Run 1, signal metal coverage by tile:
19 x 13 tiles, from black (low) to pale yellow (high), scaled to the fullest tile. Values are wire area over tile area, all layers added.
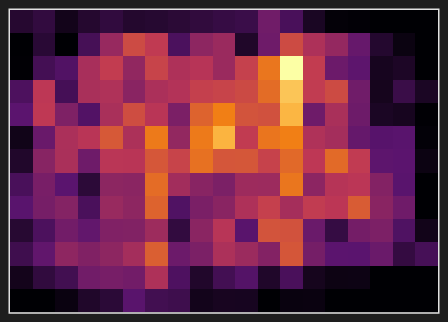
Run 1, wiring by layer:
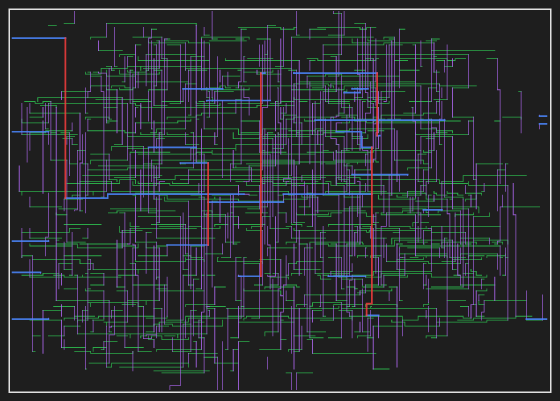
Run 1, placed standard cells:
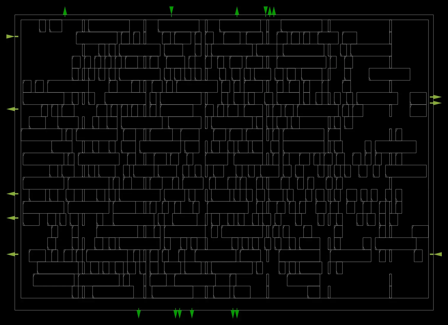
==> config.mk <==
export PLATFORM = sky130hd
export DESIGN_NAME = hdlc_rx_deframer
export DESIGN_NICKNAME = d
export VERILOG_FILES = /design/src/rtl/hdlc_rx_deframer.sv
export SDC_FILE = /design/constraint.sdc
export NUM_CORES = 1
export LEC_CHECK = 0
export ABC_AREA = 1
export CELL_PAD_IN_SITES_DETAIL_PLACEMENT = 1
export CELL_PAD_IN_SITES_GLOBAL_PLACEMENT = 1
export CORE_ASPECT_RATIO = 0.7
export CORE_UTILIZATION = 44
export DETAILED_ROUTE_END_ITERATION = 16
export GPL_ROUTABILITY_DRIVEN = 0
export GPL_TIMING_DRIVEN = 0
export HOLD_SLACK_MARGIN = 0.12
export PLACE_DENSITY = 0.89
export SETUP_SLACK_MARGIN = 0.1
export SLEW_MARGIN = 15
export SYNTH_ARGS = -nofsm -noshare
export SYNTH_HDL_FRONTEND = slang
export SYNTH_SLANG_ARGS = --single-unit
==> constraint.sdc <==
create_clock -name Clk -period 1.9 [get_ports Clk]
set_clock_uncertainty 0.05 [all_clocks]
set_input_delay 0.19 -clock Clk [delete_from_list [all_inputs] [get_ports Clk]]
set_output_delay 0.19 -clock Clk [all_outputs]
set_load 0.02 [all_outputs]
==> metrics.yaml, run 1 <==
synthesis:
  syn_avg_cell_area_um2: 8.33
  top_cells_by_count: "103 x nand2_1, 52 x dfrtp_1, 28 x inv_1, 19 x nand3_1, 16 x o21ai_1"
  syn-instance-count: 313
  synth_area_mm2: 0.00261
  ys_chip_area_mm2: 0.00261
  synth-main-ff-cell: "dfrtp_1"
finish:
  nNetsFinal: 360
  drive_above_1_share: 0.141
  antenna_cells: 0
  finalInstanceArea_mm2: 0.00311
worst_setup_path:
  reg2reg_depth: 11
  required_ns: 2.11
  cp_max_fo: 10
sta:
  setup_viol: 0
  drv_slew: 0
  worst_pin_slew_ns: 0.554
global_route:
  antenna_found_initial: 0
  grt_pass1_wl_mm: 11.3
  globalRouteOverflowTotal: 0
floorplanning:
  dieArea_mm2: 0.00625
  io_pins: 20
clock_network:
  clock_path_buffers: 2
  cts_hold_buffers: 1
  clkLatencyLatePin_ns: 0.32
  cts_tree: "done"
run_status:
  status: "finished, final reports clean"
worst_hold_path:
  hold_class: "in -> async"
place:
  dp_hpwl_mm: 4.62
pwr:
  peakVddDrop_v: 0.000426
drt:
  routed-wl-met2_mm: 3.18
job:
  stage_log_warnings: 31
## Picture notes: 'signal metal coverage by tile'
densest ninth of the die: center
mean over tiles: 0.17
nearly empty tiles: 10%
tiles over half the peak: 20%
emptiest ninth of the die: lower right
Overall Global Routing Usage: 0.242
via count: 2237
drt total wl: 6.65 mm
drt wl/cell: 15.7 um

## Picture notes: 'wiring by layer'
| color | layer | wire length |
|---|---|---|
| red | M4 | 119 um |
| green | M1 | 3130 um |
| blue | M3 | 215 um |
| purple | M2 | 3180 um |

## Picture notes: 'placed standard cells'
core area: 0.00573 mm2
fin util: 0.542
Non-Filler Instances: 423

==> run 1: final cells by class <==
cell class | instances | area (um2)
inverter | 34 | 128
clock inverter | 2 | 38.8
multi-input combinational | 219 | 1160
clock buffer | 6 | 72.6
fill | 689 | 2620
sequential | 52 | 1300
timing repair buffer | 27 | 260
tap | 75 | 93.8
buffer | 8 | 52.6
==> run 1: logic make-up (layout without fill, tap and decap cells) <==
family          after synthesis  after routing  synth area share
buf+inv                      42             77            0.0667
flops                        52             52             0.499
compound gates               42             42            0.0887
other cells                   1              1           0.00144
fa+ha+maj                     9              9            0.0432
simple gates                166            166             0.298
xor+xnor                      1              1           0.00336
==> run 1: per-layer routing <==
metal	up-vias	track usage
met4	0	0.0635
li1	1058	-
met5	-	0
met2	40	0.409
met1	1127	0.319
met3	12	0.0448
==> run 1: where the power goes <==
group | switching (W) | internal [W]
Combinational | 0.000126 | 0.0000671
Sequential | 0.0000405 | 0.00116
Clock | 0.000410 | 0.000399
Total | 0.000577 | 0.00162
==> run 1: critical path: stages (launching register included) <==
cell	delay [ns]
dfrtp_1	0.43
inv_2	0.10
nand2_2	0.07
nor2_4	0.17
buf_4	0.15
nand2_4	0.07
nand2_4	0.11
nor2_8	0.05
nand2_4	0.11
buf_8	0.15
nand2_1	0.06
nand2_1	0.07
==> run 1: placed cells by master, fill, tap and decap left out, types with 2 or more instances in the layout <==
cell and count:
a21boi_0 2, a21oi_1 3, a31oi_1 3, buf_2 4, buf_4 8, clkbuf_1 3
clkbuf_8 5, clkdlybuf4s50_1 16, dfrtp_1 52, ha_1 9, inv_1 28, inv_2 6
nand2_1 102, nand2_2 3, nand2_4 4, nand3_1 18, nand4_1 4, nor2_1 13
nor2_2 4, nor2_4 4, nor3_1 8, o21ai_0 15, o21ai_1 16
Run 1, cells colored by class:
Bar = 20 um. Fill, decap, tap and diode cells in gray.
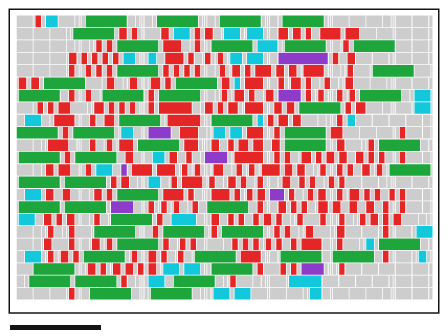

## Run 2: what changed since run 1
--- a/config.mk
+++ b/config.mk
@@ -9,12 +9,12 @@
 export CELL_PAD_IN_SITES_DETAIL_PLACEMENT = 1
 export CELL_PAD_IN_SITES_GLOBAL_PLACEMENT = 1
 export CORE_ASPECT_RATIO = 0.7
-export CORE_UTILIZATION = 44
+export CORE_UTILIZATION = 47
 export DETAILED_ROUTE_END_ITERATION = 16
 export GPL_ROUTABILITY_DRIVEN = 0
 export GPL_TIMING_DRIVEN = 0
 export HOLD_SLACK_MARGIN = 0.12
-export PLACE_DENSITY = 0.89
+export PLACE_DENSITY = 0.94
 export SETUP_SLACK_MARGIN = 0.1
 export SLEW_MARGIN = 15
 export SYNTH_ARGS = -nofsm -noshare
==> constraint.sdc (replaced) <==
create_clock -name Clk -period 2.1 [get_ports Clk]
set_clock_uncertainty 0.05 [all_clocks]
set_input_delay 0.21 -clock Clk [delete_from_list [all_inputs] [get_ports Clk]]
set_output_delay 0.21 -clock Clk [all_outputs]
set_load 0.02 [all_outputs]
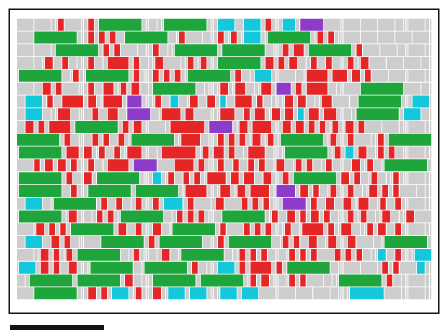
Run 2: cells colored by class
Bar = 20 um. Fill, decap, tap and diode cells in gray.
| color | class | cells | share of their area |
|---|---|---|---|
| cyan | remaining buffers and delay cells | 28 | 8.6% |
| red | remaining logic cells | 253 | 43% |
| green | registers | 52 | 45% |
| purple | clock drivers and dummy loads | 8 | 3.4% |
fin area: 0.00300 mm2
fin util: 0.568
sequential share of cell area: 0.434
Site Rows: 22

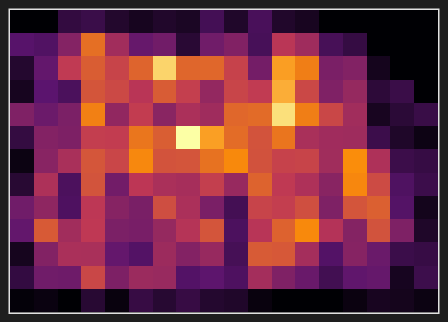
Run 2: signal metal coverage by tile
18 x 13 tiles, from black (low) to pale yellow (high), scaled to the fullest tile. Values are wire area over tile area, all layers added.
tiles over half the peak: 29%
densest ninth of the die: center
mean over tiles: 0.17
nearly empty tiles: 7.7%
emptiest ninth of the die: upper right
via count: 2181
drt wl/cell: 15.8 um

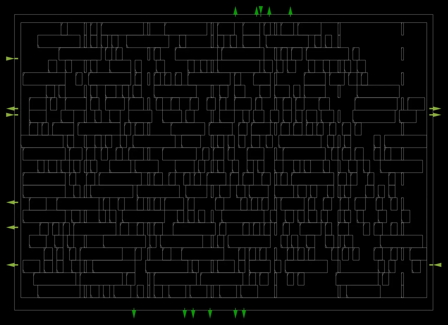
Run 2: placed standard cells
core area: 0.00529 mm2
final-layout fill cell count: 653
flop count: 52
Non-Filler Instances: 413

==> metrics.yaml, run 2 <==
run_status:
  status: "finished, final reports clean"
clock_network:
  clock_path_buffers: 2  # unchanged
worst_setup_path:
  cp_max_fo: 8  # -2
  crit_buf_inv: 2  # -1
  critPathMostFrequentCell: "nand2_1"
  required_ns: 2.27  # +0.16 ns
  worstSetupPathDepth: 10  # -1
  path_delay_family: "simple AND/OR/NAND/NOR gates"
  critPathMaxStageDelay_ns: 0.43  # about the same
synthesis:
  xor_share: 0.00336  # unchanged
  syn_avg_cell_area_um2: 8.33  # unchanged
  top_cells_by_count: "103 x nand2_1, 52 x dfrtp_1, 28 x inv_1, 19 x nand3_1, 16 x o21ai_1"
  synth-simple-area-share: 0.298  # unchanged
  synth-main-ff-cell: "dfrtp_1"
  topCombFamilyByArea: "simple AND/OR/NAND/NOR gates"
  syn-instance-count: 313  # unchanged
  ys_sh_aoi: 0.0887  # unchanged
  ys_chip_area_mm2: 0.00261  # unchanged
  synth_area_mm2: 0.00261  # unchanged
floorplanning:
  dieArea_mm2: 0.00586  # -6.2%
  io_pins: 20  # unchanged
pwr:
  clkPwrFrac: 0.341  # -0.027
  intPower_w: 0.00135  # -17%
  swShare: 0.285  # +0.0223
  peakVddDrop_v: 0.000276  # -35%
finish:
  mostFrequentLayoutCell: "nand2_1"
  nNetsFinal: 353  # -1.9%
global_route:
  globalRouteOverflowTotal: 0  # unchanged
  grt_pass1_wl_mm: 11.0  # -2.8%
  track_usage: 0.243  # +0.00108
sta:
  drv_slew: 0  # unchanged
job:
  stage_log_warnings: 30  # -3.2%
worst_hold_path:
  hold_class: "in -> async"
[run 2: power groups by stage]
| stage | Combinational (W) | Sequential (W) | Clock, W |
|---|---|---|---|
| 2_1_floorplan | 0.0000964 | 0.00109 | 0 |
| 3_3_place_gp | 0.000143 | 0.00110 | 0 |
| 4_1_cts | 0.000164 | 0.00108 | 0.000666 |
| 6_report | 0.000160 | 0.00108 | 0.000645 |
| 3_5_place_dp | 0.000157 | 0.00110 | 0 |
| 5_1_grt | 0.000181 | 0.00109 | 0.000696 |
[run 2: area by class of cell]
class	count	area, um2
Fill cell	653	2280
Inverter	34	128
Multi-Input combinational cell	219	1130
Buffer	8	46.3
Clock buffer	5	68.8
Tap cell	72	90.1
Sequential cell	52	1300
Timing Repair Buffer	20	205
Clock inverter	3	28.8
[run 2: cell families (layout without fill, tap and decap cells)]
family          count (synthesis)  count (layout)
fa+ha+maj                       9               9
buf+inv                        42              70
other cells                     1               1
compound gates                 42              42
flops                          52              52
xor+xnor                        1               1
simple gates                  166             166
[run 2: metal layers]
metal,wire length [um],GRT usage,vias up
met2,3180,0.412,25
met4,55,0.0615,0
li1,-,-,1052
met5,0,0,-
met1,3100,0.324,1097
met3,194,0.0429,7
[run 2: metrics by stage]
stage | util | setup slack [ns]
6_report | 0.568 | 0.328
5_1_grt | 0.568 | 0.213
4_1_cts | 0.568 | 0.353
3_5_place_dp | 0.548 | 0.101
3_3_place_gp | 0.545 | -0.795
2_1_floorplan | - | 0.623
[run 2: repair_timing]
item | CTS | global route
endpoints found under the hold margin | 19 | 0
hold buffers | 1 | 0
endpoints found under the setup margin | 0 | 0
Power is estimated from default activity; no workload was simulated.
